File: src/rtl/id_ex_alu_ctrl_pkg.sv
// Shared decode constants and the control bundle passed from the ID decoder
// to the ID/EX register.
package id_ex_alu_ctrl_pkg;

    localparam int IWIDTH    = 32;
    localparam int PC_WIDTH  = 32;
    localparam int IMM_WIDTH = 16;
    localparam int FUNCT_W   = 5;
    localparam int DWIDTH    = 32;

    localparam logic [FUNCT_W-1:0] FUNCT_ADD  = 5'd0;
    localparam logic [FUNCT_W-1:0] FUNCT_SUB  = 5'd1;
    localparam logic [FUNCT_W-1:0] FUNCT_AND  = 5'd2;
    localparam logic [FUNCT_W-1:0] FUNCT_OR   = 5'd3;
    localparam logic [FUNCT_W-1:0] FUNCT_XOR  = 5'd4;
    localparam logic [FUNCT_W-1:0] FUNCT_SLT  = 5'd5;
    localparam logic [FUNCT_W-1:0] FUNCT_SLTU = 5'd6;
    localparam logic [FUNCT_W-1:0] FUNCT_SLL  = 5'd7;
    localparam logic [FUNCT_W-1:0] FUNCT_SRL  = 5'd8;
    localparam logic [FUNCT_W-1:0] FUNCT_SRA  = 5'd9;
    localparam logic [FUNCT_W-1:0] FUNCT_EQ   = 5'd10;
    localparam logic [FUNCT_W-1:0] FUNCT_NEQ  = 5'd11;
    localparam logic [FUNCT_W-1:0] FUNCT_GE   = 5'd12;
    localparam logic [FUNCT_W-1:0] FUNCT_GEU  = 5'd13;
    localparam logic [FUNCT_W-1:0] FUNCT_ADDU = 5'd14;
    localparam logic [FUNCT_W-1:0] FUNCT_BEQ  = 5'd15;
    localparam logic [FUNCT_W-1:0] FUNCT_BNE  = 5'd16;

    localparam logic [5:0] OP_RTYPE = 6'h00;
    localparam logic [5:0] OP_BEQ   = 6'h04;
    localparam logic [5:0] OP_BNE   = 6'h05;
    localparam logic [5:0] OP_ADDI  = 6'h08;
    localparam logic [5:0] OP_ADDIU = 6'h09;
    localparam logic [5:0] OP_SLTI  = 6'h0A;
    localparam logic [5:0] OP_SLTIU = 6'h0B;
    localparam logic [5:0] OP_ANDI  = 6'h0C;
    localparam logic [5:0] OP_ORI   = 6'h0D;
    localparam logic [5:0] OP_XORI  = 6'h0E;
    localparam logic [5:0] OP_LW    = 6'h23;
    localparam logic [5:0] OP_SW    = 6'h2B;

    localparam logic [5:0] RFUNCT_SLL  = 6'h00;
    localparam logic [5:0] RFUNCT_SRL  = 6'h02;
    localparam logic [5:0] RFUNCT_SRA  = 6'h03;
    localparam logic [5:0] RFUNCT_ADD  = 6'h20;
    localparam logic [5:0] RFUNCT_ADDU = 6'h21;
    localparam logic [5:0] RFUNCT_SUB  = 6'h22;
    localparam logic [5:0] RFUNCT_SUBU = 6'h23;
    localparam logic [5:0] RFUNCT_AND  = 6'h24;
    localparam logic [5:0] RFUNCT_OR   = 6'h25;
    localparam logic [5:0] RFUNCT_XOR  = 6'h26;
    localparam logic [5:0] RFUNCT_SLT  = 6'h2A;
    localparam logic [5:0] RFUNCT_SLTU = 6'h2B;

    typedef struct packed {
        logic                 illegal;
        logic [FUNCT_W-1:0]   funct;
        logic                 alu_src;
        logic [IMM_WIDTH-1:0] imm;
        logic [4:0]           rs;
        logic [4:0]           rt;
        logic [4:0]           rd;
        logic                 reg_write;
        logic                 mem_read;
        logic                 mem_write;
    } dec_t;

    function automatic dec_t dec_bubble();
        dec_t b;
        b = '0;
        return b;
    endfunction

endpackage

File: src/rtl/id_ex_alu_ctrl_id_decoder.sv
// Pure combinational instruction decoder: instruction word to ALU control bundle,
// plus flags telling the hazard logic which source registers are really read.
module id_decoder
    import id_ex_alu_ctrl_pkg::*;
(
    input  logic [31:0] instr_i,
    output dec_t        dec_o,
    output logic        reads_rs_o,
    output logic        reads_rt_o
);

    logic [5:0] op_s;
    logic [5:0] fn_s;
    logic [4:0] rs_f_s;
    logic [4:0] rt_f_s;
    logic [4:0] rd_f_s;
    logic [4:0] shamt_s;
    dec_t       d_s;
    logic       rrs_s;
    logic       rrt_s;

    assign op_s    = instr_i[31:26];
    assign rs_f_s  = instr_i[25:21];
    assign rt_f_s  = instr_i[20:16];
    assign rd_f_s  = instr_i[15:11];
    assign shamt_s = instr_i[10:6];
    assign fn_s    = instr_i[5:0];

    // Opcode/funct decode into the control bundle
    always_comb begin
        d_s   = dec_bubble();
        rrs_s = 1'b0;
        rrt_s = 1'b0;
        case (op_s)
            OP_RTYPE: begin
                d_s.rs        = rs_f_s;
                d_s.rt        = rt_f_s;
                d_s.rd        = rd_f_s;
                d_s.reg_write = 1'b1;
                rrs_s         = 1'b1;
                rrt_s         = 1'b1;
                case (fn_s)
                    RFUNCT_ADD:               d_s.funct = FUNCT_ADD;
                    RFUNCT_ADDU:              d_s.funct = FUNCT_ADDU;
                    RFUNCT_SUB, RFUNCT_SUBU:  d_s.funct = FUNCT_SUB;
                    RFUNCT_AND:               d_s.funct = FUNCT_AND;
                    RFUNCT_OR:                d_s.funct = FUNCT_OR;
                    RFUNCT_XOR:               d_s.funct = FUNCT_XOR;
                    RFUNCT_SLT:               d_s.funct = FUNCT_SLT;
                    RFUNCT_SLTU:              d_s.funct = FUNCT_SLTU;
                    RFUNCT_SLL, RFUNCT_SRL, RFUNCT_SRA: begin
                        // Shifts take their only register operand from rt, moved into the rs slot
                        d_s.funct   = (fn_s == RFUNCT_SLL) ? FUNCT_SLL :
                                      (fn_s == RFUNCT_SRL) ? FUNCT_SRL : FUNCT_SRA;
                        d_s.rs      = rt_f_s;
                        d_s.rt      = 5'd0;
                        d_s.alu_src = 1'b1;
                        d_s.imm     = {11'd0, shamt_s};
                        rrt_s       = 1'b0;
                    end
                    default: d_s.illegal = 1'b1;
                endcase
            end
            OP_ADDI, OP_ADDIU, OP_ANDI, OP_ORI, OP_XORI, OP_SLTI, OP_SLTIU, OP_LW: begin
                d_s.rs        = rs_f_s;
                d_s.rt        = rt_f_s;
                d_s.rd        = rt_f_s;
                d_s.imm       = instr_i[15:0];
                d_s.alu_src   = 1'b1;
                d_s.reg_write = 1'b1;
                d_s.mem_read  = (op_s == OP_LW);
                rrs_s         = 1'b1;
                case (op_s)
                    OP_ADDIU: d_s.funct = FUNCT_ADDU;
                    OP_ANDI:  d_s.funct = FUNCT_AND;
                    OP_ORI:   d_s.funct = FUNCT_OR;
                    OP_XORI:  d_s.funct = FUNCT_XOR;
                    OP_SLTI:  d_s.funct = FUNCT_SLT;
                    OP_SLTIU: d_s.funct = FUNCT_SLTU;
                    default:  d_s.funct = FUNCT_ADD;
                endcase
            end
            OP_SW, OP_BEQ, OP_BNE: begin
                d_s.rs        = rs_f_s;
                d_s.rt        = rt_f_s;
                d_s.imm       = instr_i[15:0];
                d_s.alu_src   = (op_s == OP_SW);
                d_s.mem_write = (op_s == OP_SW);
                d_s.funct     = (op_s == OP_BEQ) ? FUNCT_BEQ :
                                (op_s == OP_BNE) ? FUNCT_BNE : FUNCT_ADD;
                rrs_s         = 1'b1;
                rrt_s         = 1'b1;
            end
            default: d_s.illegal = 1'b1;
        endcase

        if (d_s.illegal) begin
            d_s         = dec_bubble();
            d_s.illegal = 1'b1;
            rrs_s       = 1'b0;
            rrt_s       = 1'b0;
        end else if (d_s.rd == 5'd0) begin
            d_s.reg_write = 1'b0;
        end else begin
            d_s.reg_write = d_s.reg_write;
        end
    end

    assign dec_o      = d_s;
    assign reads_rs_o = rrs_s;
    assign reads_rt_o = rrt_s;

endmodule

File: src/rtl/id_ex_alu_ctrl.sv
// ID stage and ID/EX pipeline register: decode, load-use hazard stall,
// EX redirect flush and downstream hold.
module id_ex_alu_ctrl
    import id_ex_alu_ctrl_pkg::*;
#(
    parameter int IWIDTH    = 32,
    parameter int PC_WIDTH  = 32,
    parameter int IMM_WIDTH = 16,
    parameter int FUNCT_W   = 5
) (
    input  logic                 d_i_clk,
    input  logic                 d_i_rst_n,
    input  logic                 d_i_valid,
    input  logic [IWIDTH-1:0]    d_i_instr,
    input  logic [PC_WIDTH-1:0]  d_i_pc,
    input  logic                 d_i_flush,
    input  logic                 d_i_ex_hold,
    output logic                 d_o_stall,
    output logic                 d_o_valid,
    output logic [FUNCT_W-1:0]   d_o_funct,
    output logic                 d_o_alu_src,
    output logic [IMM_WIDTH-1:0] d_o_imm,
    output logic [PC_WIDTH-1:0]  d_o_pc,
    output logic [4:0]           d_o_rs,
    output logic [4:0]           d_o_rt,
    output logic [4:0]           d_o_rd,
    output logic                 d_o_reg_write,
    output logic                 d_o_mem_read,
    output logic                 d_o_mem_write,
    output logic                 d_o_illegal
);

    dec_t                dec_s;
    logic                reads_rs_s;
    logic                reads_rt_s;
    logic                hazard_s;

    logic                valid_d, valid_q;
    dec_t                ctrl_d, ctrl_q;
    logic [PC_WIDTH-1:0] pc_d, pc_q;

    id_decoder u_id_decoder (
        .instr_i    (d_i_instr[31:0]),
        .dec_o      (dec_s),
        .reads_rs_o (reads_rs_s),
        .reads_rt_o (reads_rt_s)
    );

    // A load in ID/EX whose destination is read by the instruction now in ID
    assign hazard_s = valid_q & ctrl_q.mem_read & (ctrl_q.rd != 5'd0) & d_i_valid &
                      ((reads_rs_s & (dec_s.rs == ctrl_q.rd)) |
                       (reads_rt_s & (dec_s.rt == ctrl_q.rd)));

    assign d_o_stall = ~d_i_flush & (d_i_ex_hold | hazard_s);

    // Next ID/EX contents: flush > hold > bubble (hazard or no input) > load
    always_comb begin
        valid_d = valid_q;
        ctrl_d  = ctrl_q;
        pc_d    = pc_q;
        if (d_i_flush) begin
            valid_d = 1'b0;
            ctrl_d  = dec_bubble();
            pc_d    = '0;
        end else if (d_i_ex_hold) begin
            valid_d = valid_q;
        end else if (hazard_s || !d_i_valid) begin
            valid_d = 1'b0;
            ctrl_d  = dec_bubble();
            pc_d    = '0;
        end else begin
            valid_d = 1'b1;
            ctrl_d  = dec_s;
            pc_d    = d_i_pc;
        end
    end

    // ID/EX register
    always_ff @(posedge d_i_clk or negedge d_i_rst_n) begin
        if (!d_i_rst_n) begin
            valid_q <= 1'b0;
            ctrl_q  <= dec_bubble();
            pc_q    <= '0;
        end else begin
            valid_q <= valid_d;
            ctrl_q  <= ctrl_d;
            pc_q    <= pc_d;
        end
    end

    assign d_o_valid     = valid_q;
    assign d_o_funct     = ctrl_q.funct;
    assign d_o_alu_src   = ctrl_q.alu_src;
    assign d_o_imm       = ctrl_q.imm;
    assign d_o_pc        = pc_q;
    assign d_o_rs        = ctrl_q.rs;
    assign d_o_rt        = ctrl_q.rt;
    assign d_o_rd        = ctrl_q.rd;
    assign d_o_reg_write = ctrl_q.reg_write;
    assign d_o_mem_read  = ctrl_q.mem_read;
    assign d_o_mem_write = ctrl_q.mem_write;
    assign d_o_illegal   = ctrl_q.illegal;

endmodule

File: config.mk
export PLATFORM = sky130hd
export DESIGN_NAME = id_ex_alu_ctrl
export DESIGN_NICKNAME = d
export VERILOG_FILES = /design/src/rtl/id_ex_alu_ctrl_pkg.sv /design/src/rtl/id_ex_alu_ctrl_id_decoder.sv /design/src/rtl/id_ex_alu_ctrl.sv
export SDC_FILE = /design/constraint.sdc
export NUM_CORES = 1
export LEC_CHECK = 0
export CAP_MARGIN = 20
export CORE_ASPECT_RATIO = 2
export CORE_MARGIN = 4
export CORE_UTILIZATION = 35
export DETAILED_ROUTE_END_ITERATION = 8
export PLACE_DENSITY = 0.68
export SLEW_MARGIN = 30
export SYNTH_ARGS = -nofsm -noshare
export SYNTH_HDL_FRONTEND = slang
export SYNTH_SLANG_ARGS = --single-unit
File: constraint.sdc
create_clock -name d_i_clk -period 4.8 [get_ports d_i_clk]
set_input_delay 0.72 -clock d_i_clk [delete_from_list [all_inputs] [get_ports d_i_clk]]
set_output_delay 0.72 -clock d_i_clk [all_outputs]
set_load 0.02 [all_outputs]
**Metal 3**

Scale bar: 20 um.
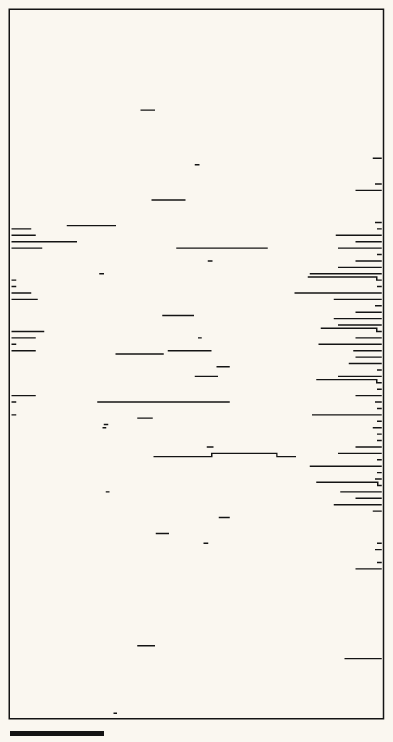
longest straight run = 27.8 um
nets with wire on the layer = 81
wire length on this layer = 529 um
vias post-DR: 3387
total wire length: 11900 um
GR Util met3: 3.89%

**Cell outlines without signal wires**

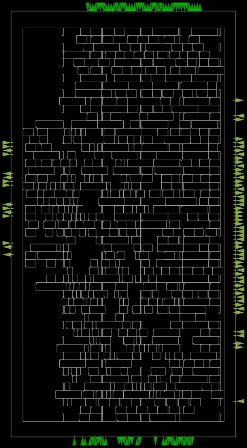
Layout fillers: 914
sequential portion of the cell area: 33.6%
Placeable Area: 9830 sq um

**Local utilization**

8 x 15 tiles, from black (low) to pale yellow (high), 0 to 100% covered.
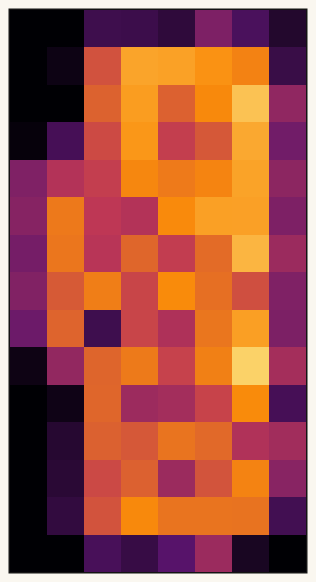
emptiest ninth of the die = south-west
nearly empty tiles = 11%
tiles over 75% full = 11%
fp util: 36.0%
Finished Core Util: 56.2%

==> registers in the layout, indices dropped and copies added (netlist names) <==
name / count
d_o_pc: 32
d_o_imm: 16
d_o_funct: 5
d_o_rd: 5
d_o_rs: 5
d_o_rt: 5
d_o_alu_src: 1
d_o_illegal: 1
d_o_mem_read: 1
d_o_mem_write: 1
d_o_reg_write: 1
d_o_valid: 1
==> path summary, 6_finish.rpt <==
kind,from,end,cells past startpoint
worst max-delay path,d_i_instr[2],d_o_stall,10
worst min-delay path,d_i_rst_n,d_o_pc[6],1
worst max register to register,d_o_rd[3],d_o_rt[3],8
worst min register to register,d_o_rs[3],d_o_rs[3],2
max in group asynchronous,d_i_rst_n,d_o_imm[5],1
min in group d_i_clk,d_o_rs[3],d_o_rs[3],2
==> worst max-delay path, cell delays in order <==
cell and delay, ps:
clkdlybuf4s50_1 430, or2_1 260, or4_4 510, a2111o_1 530, a22oi_1 290, xor2_1 180
nand4_1 150, o21ai_0 200, nor2b_1 140, dlymetal6s2s_1 240
==> cells in the final DEF, fill, tap and decap left out, types with 3 or more instances in the layout <==
master           Yosys  routed
xor2_1               6       6
buf_4                0      24
a21oi_1             10      10
nor2_1              19      19
o21ai_0             25      24
xnor2_1              3       3
a22oi_1             11      10
nand2_1             37      37
a22o_1              43      43
a32o_1              15      15
dfrtp_1             74      74
and3_1               3       3
clkdlybuf4s50_1      0     141
clkbuf_16            0       9
o31ai_1              5       5
nor2b_1              6       5
nor3_1               7       7
inv_1                4       4
nor4_1               5       5
==> synth_stat cells (all sizes together) (3+ instances only) <==
cell and instances:
a22oi 11, nor4 5, or2 3, xnor2 3, o31ai 5, dfrtp 74, a22o 43, xor2 6
nand2 37, nor2 19, nor3 7, and3 3, nor2b 6, buf 9, a32o 15, o21ai 25
a21oi 10, inv 4, clkbuf 19
==> per-layer routing <==
layer  global-route usage, %  up-vias
met4                    9.81        0
met1                    21.7     1675
met5                       0        -
met2                    37.4      103
met3                    3.89       21
li1                        -     1588
==> cell families (layout without fill, tap and decap cells) <==
logic type / Yosys count / in the layout
AOI/OAI and AO/OA: 128 / 128
xor gates and xnor gates: 9 / 9
buffers and inverters: 32 / 187
DFF: 74 / 74
muxes: 1 / 1
and+or+nand+nor: 94 / 94
==> power by group through the flow <==
stage	Sequential, W	Combinational [W]	Clock [W]
final	0.000645	0.000230	0.000696
after global routing	0.000646	0.000247	0.000741
after CTS	0.000645	0.000231	0.000713
after detailed placement	0.000656	0.000230	0
after global placement	0.000656	0.000228	0
after floorplan	0.000673	0.0000738	0
==> layout make-up <==
type,count,area (sq um)
tap,132,165
fill,914,4310
timing repair buffer,167,1620
clock buffer,10,239
clock inverter,6,73.8
multi-input combinational,232,1560
sequential,74,1850
inverter,4,15.0
==> metrics by stage <==
step / utilization [%] / area [sq um] / hold WS [ps]
5_1_grt: 56.2 / 5520 / 456
6_report: 56.2 / 5520 / 402
2_1_floorplan: - / 3530 / 424
3_5_place_dp: 52.9 / 5190 / 474
3_3_place_gp: 52.8 / 5190 / 462
4_1_cts: 56.0 / 5510 / 488
==> run notes <==
Notes from the flow run.

Run:
- The run puts the total of max-cap violations at 0.

Global route:
- The run puts the wire length of the first global-routing pass at 18400 um.
- The number of antenna violations at the first check in global routing was 0.
- The run gives the overall fraction of global-route tracks in use as 20.3%.
- The number of global-route vias before repair was 3483.

Synth:
- After synthesis, the share of flip-flops with an asynchronous set or reset is 100%.
- The run puts the number of library cell types mapped by synthesis at 49.
- The number of cells reported by Yosys stat comes to 338.
- The run puts the post-synthesis adder-cell area fraction at 0%.
- The synthesized design spends more area on one cell type than any other, namely dfrtp_1.
- The run puts the net count after synthesis at 407.
- The run puts the AND-OR/OR-AND share of the synthesized area at 28.0%.
- The main area contributors are dfrtp_1 52%, a22o_1 11%, a32o_1 4.2%.
- The run puts the mapped cell area at 3530 sq um.
- Counting flops with a built-in enable in the synthesized netlist gives 0.
- The run puts the area fraction in and, or, nand and nor cells after synthesis at 12.9%.
- The commonest register cell is dfrtp_1.
- The run gives the post-synthesis area per instance as 10.5 sq um.

Detailed routing:
- Nets still carrying antenna violations after routing amount to 0.
- The run puts the total iterations of the first detailed-routing run at 4.
- After detailed routing, the average wire length per cell comes to 19.1 um.
- The run gives the routed wire length on met2 as 6920 um.
- The run puts the number of remaining DRC errors at 0.
- Routed signal wires occupy layers up through met4.

Worst setup path:
- STA classifies the critical path endpoint as an output port.
- At the worst endpoint, the required time is 4080 ps.
- The critical path is of the input pin to output port type.
- The run gives the setup slack of the worst register-to-register path as 2460 ps.

Run status:
- The flow ran to the end, and the final reports show no timing, DRC or antenna violations.

Clock tree:
- The run puts the cts-stage hold buffer count at 0.
- TritonCTS built the clock tree.
- The run gives the cell at the root of the clock tree as clkbuf_16.
- The run gives the TritonCTS sink count as 74.
- CTS added clock buffers totalling 9.
- The later pin in the worst-skew pair is clocked with a latency of 340 ps.
- The run puts the post-CTS resize count at 0.

Worst hold path:
- The run gives the type of the most critical hold path as input pin to async pin.

Placed design:
- In this run the tool buffered the top-level ports with 143 buffer cells.
- The run gives the count of placed standard cells including taps as 609.
- The run gives the pre-CTS setup slack as 32.4 ps.
- The HPWL after detailed placement is 8980 um.

STA:
- Setup repair after global routing left no endpoint under its margin.
- The run puts the final clock period utilization by the worst path at 90.9%.
- The run puts the final number of setup-violating endpoints at 0.
- The run puts the number of max-slew violations in the final report at 0.
- For the final database, setup skew stands at 5.48 ps.

Die:
- The run puts the overall die area at 11900 sq um.
- 144 I/O pins were placed.

Power:
- The run gives the peak supply drop as 181 uV.
- The run gives the clock network fraction of design power as 44.3%.
- Summing internal, switching and leakage power gives 0.00157 W.
- The run puts the relative contribution of combinational cells to total power at 14.6%.
- The run gives the switching power share of the total as 25.3%.

Finish:
- The run gives the area overhead of the layout relative to synthesis as 56.2%.
- According to the finish report, the design has a final net count of 557.
- 0 antenna diodes ended up in the layout.
Power is estimated from default activity; no workload was simulated.
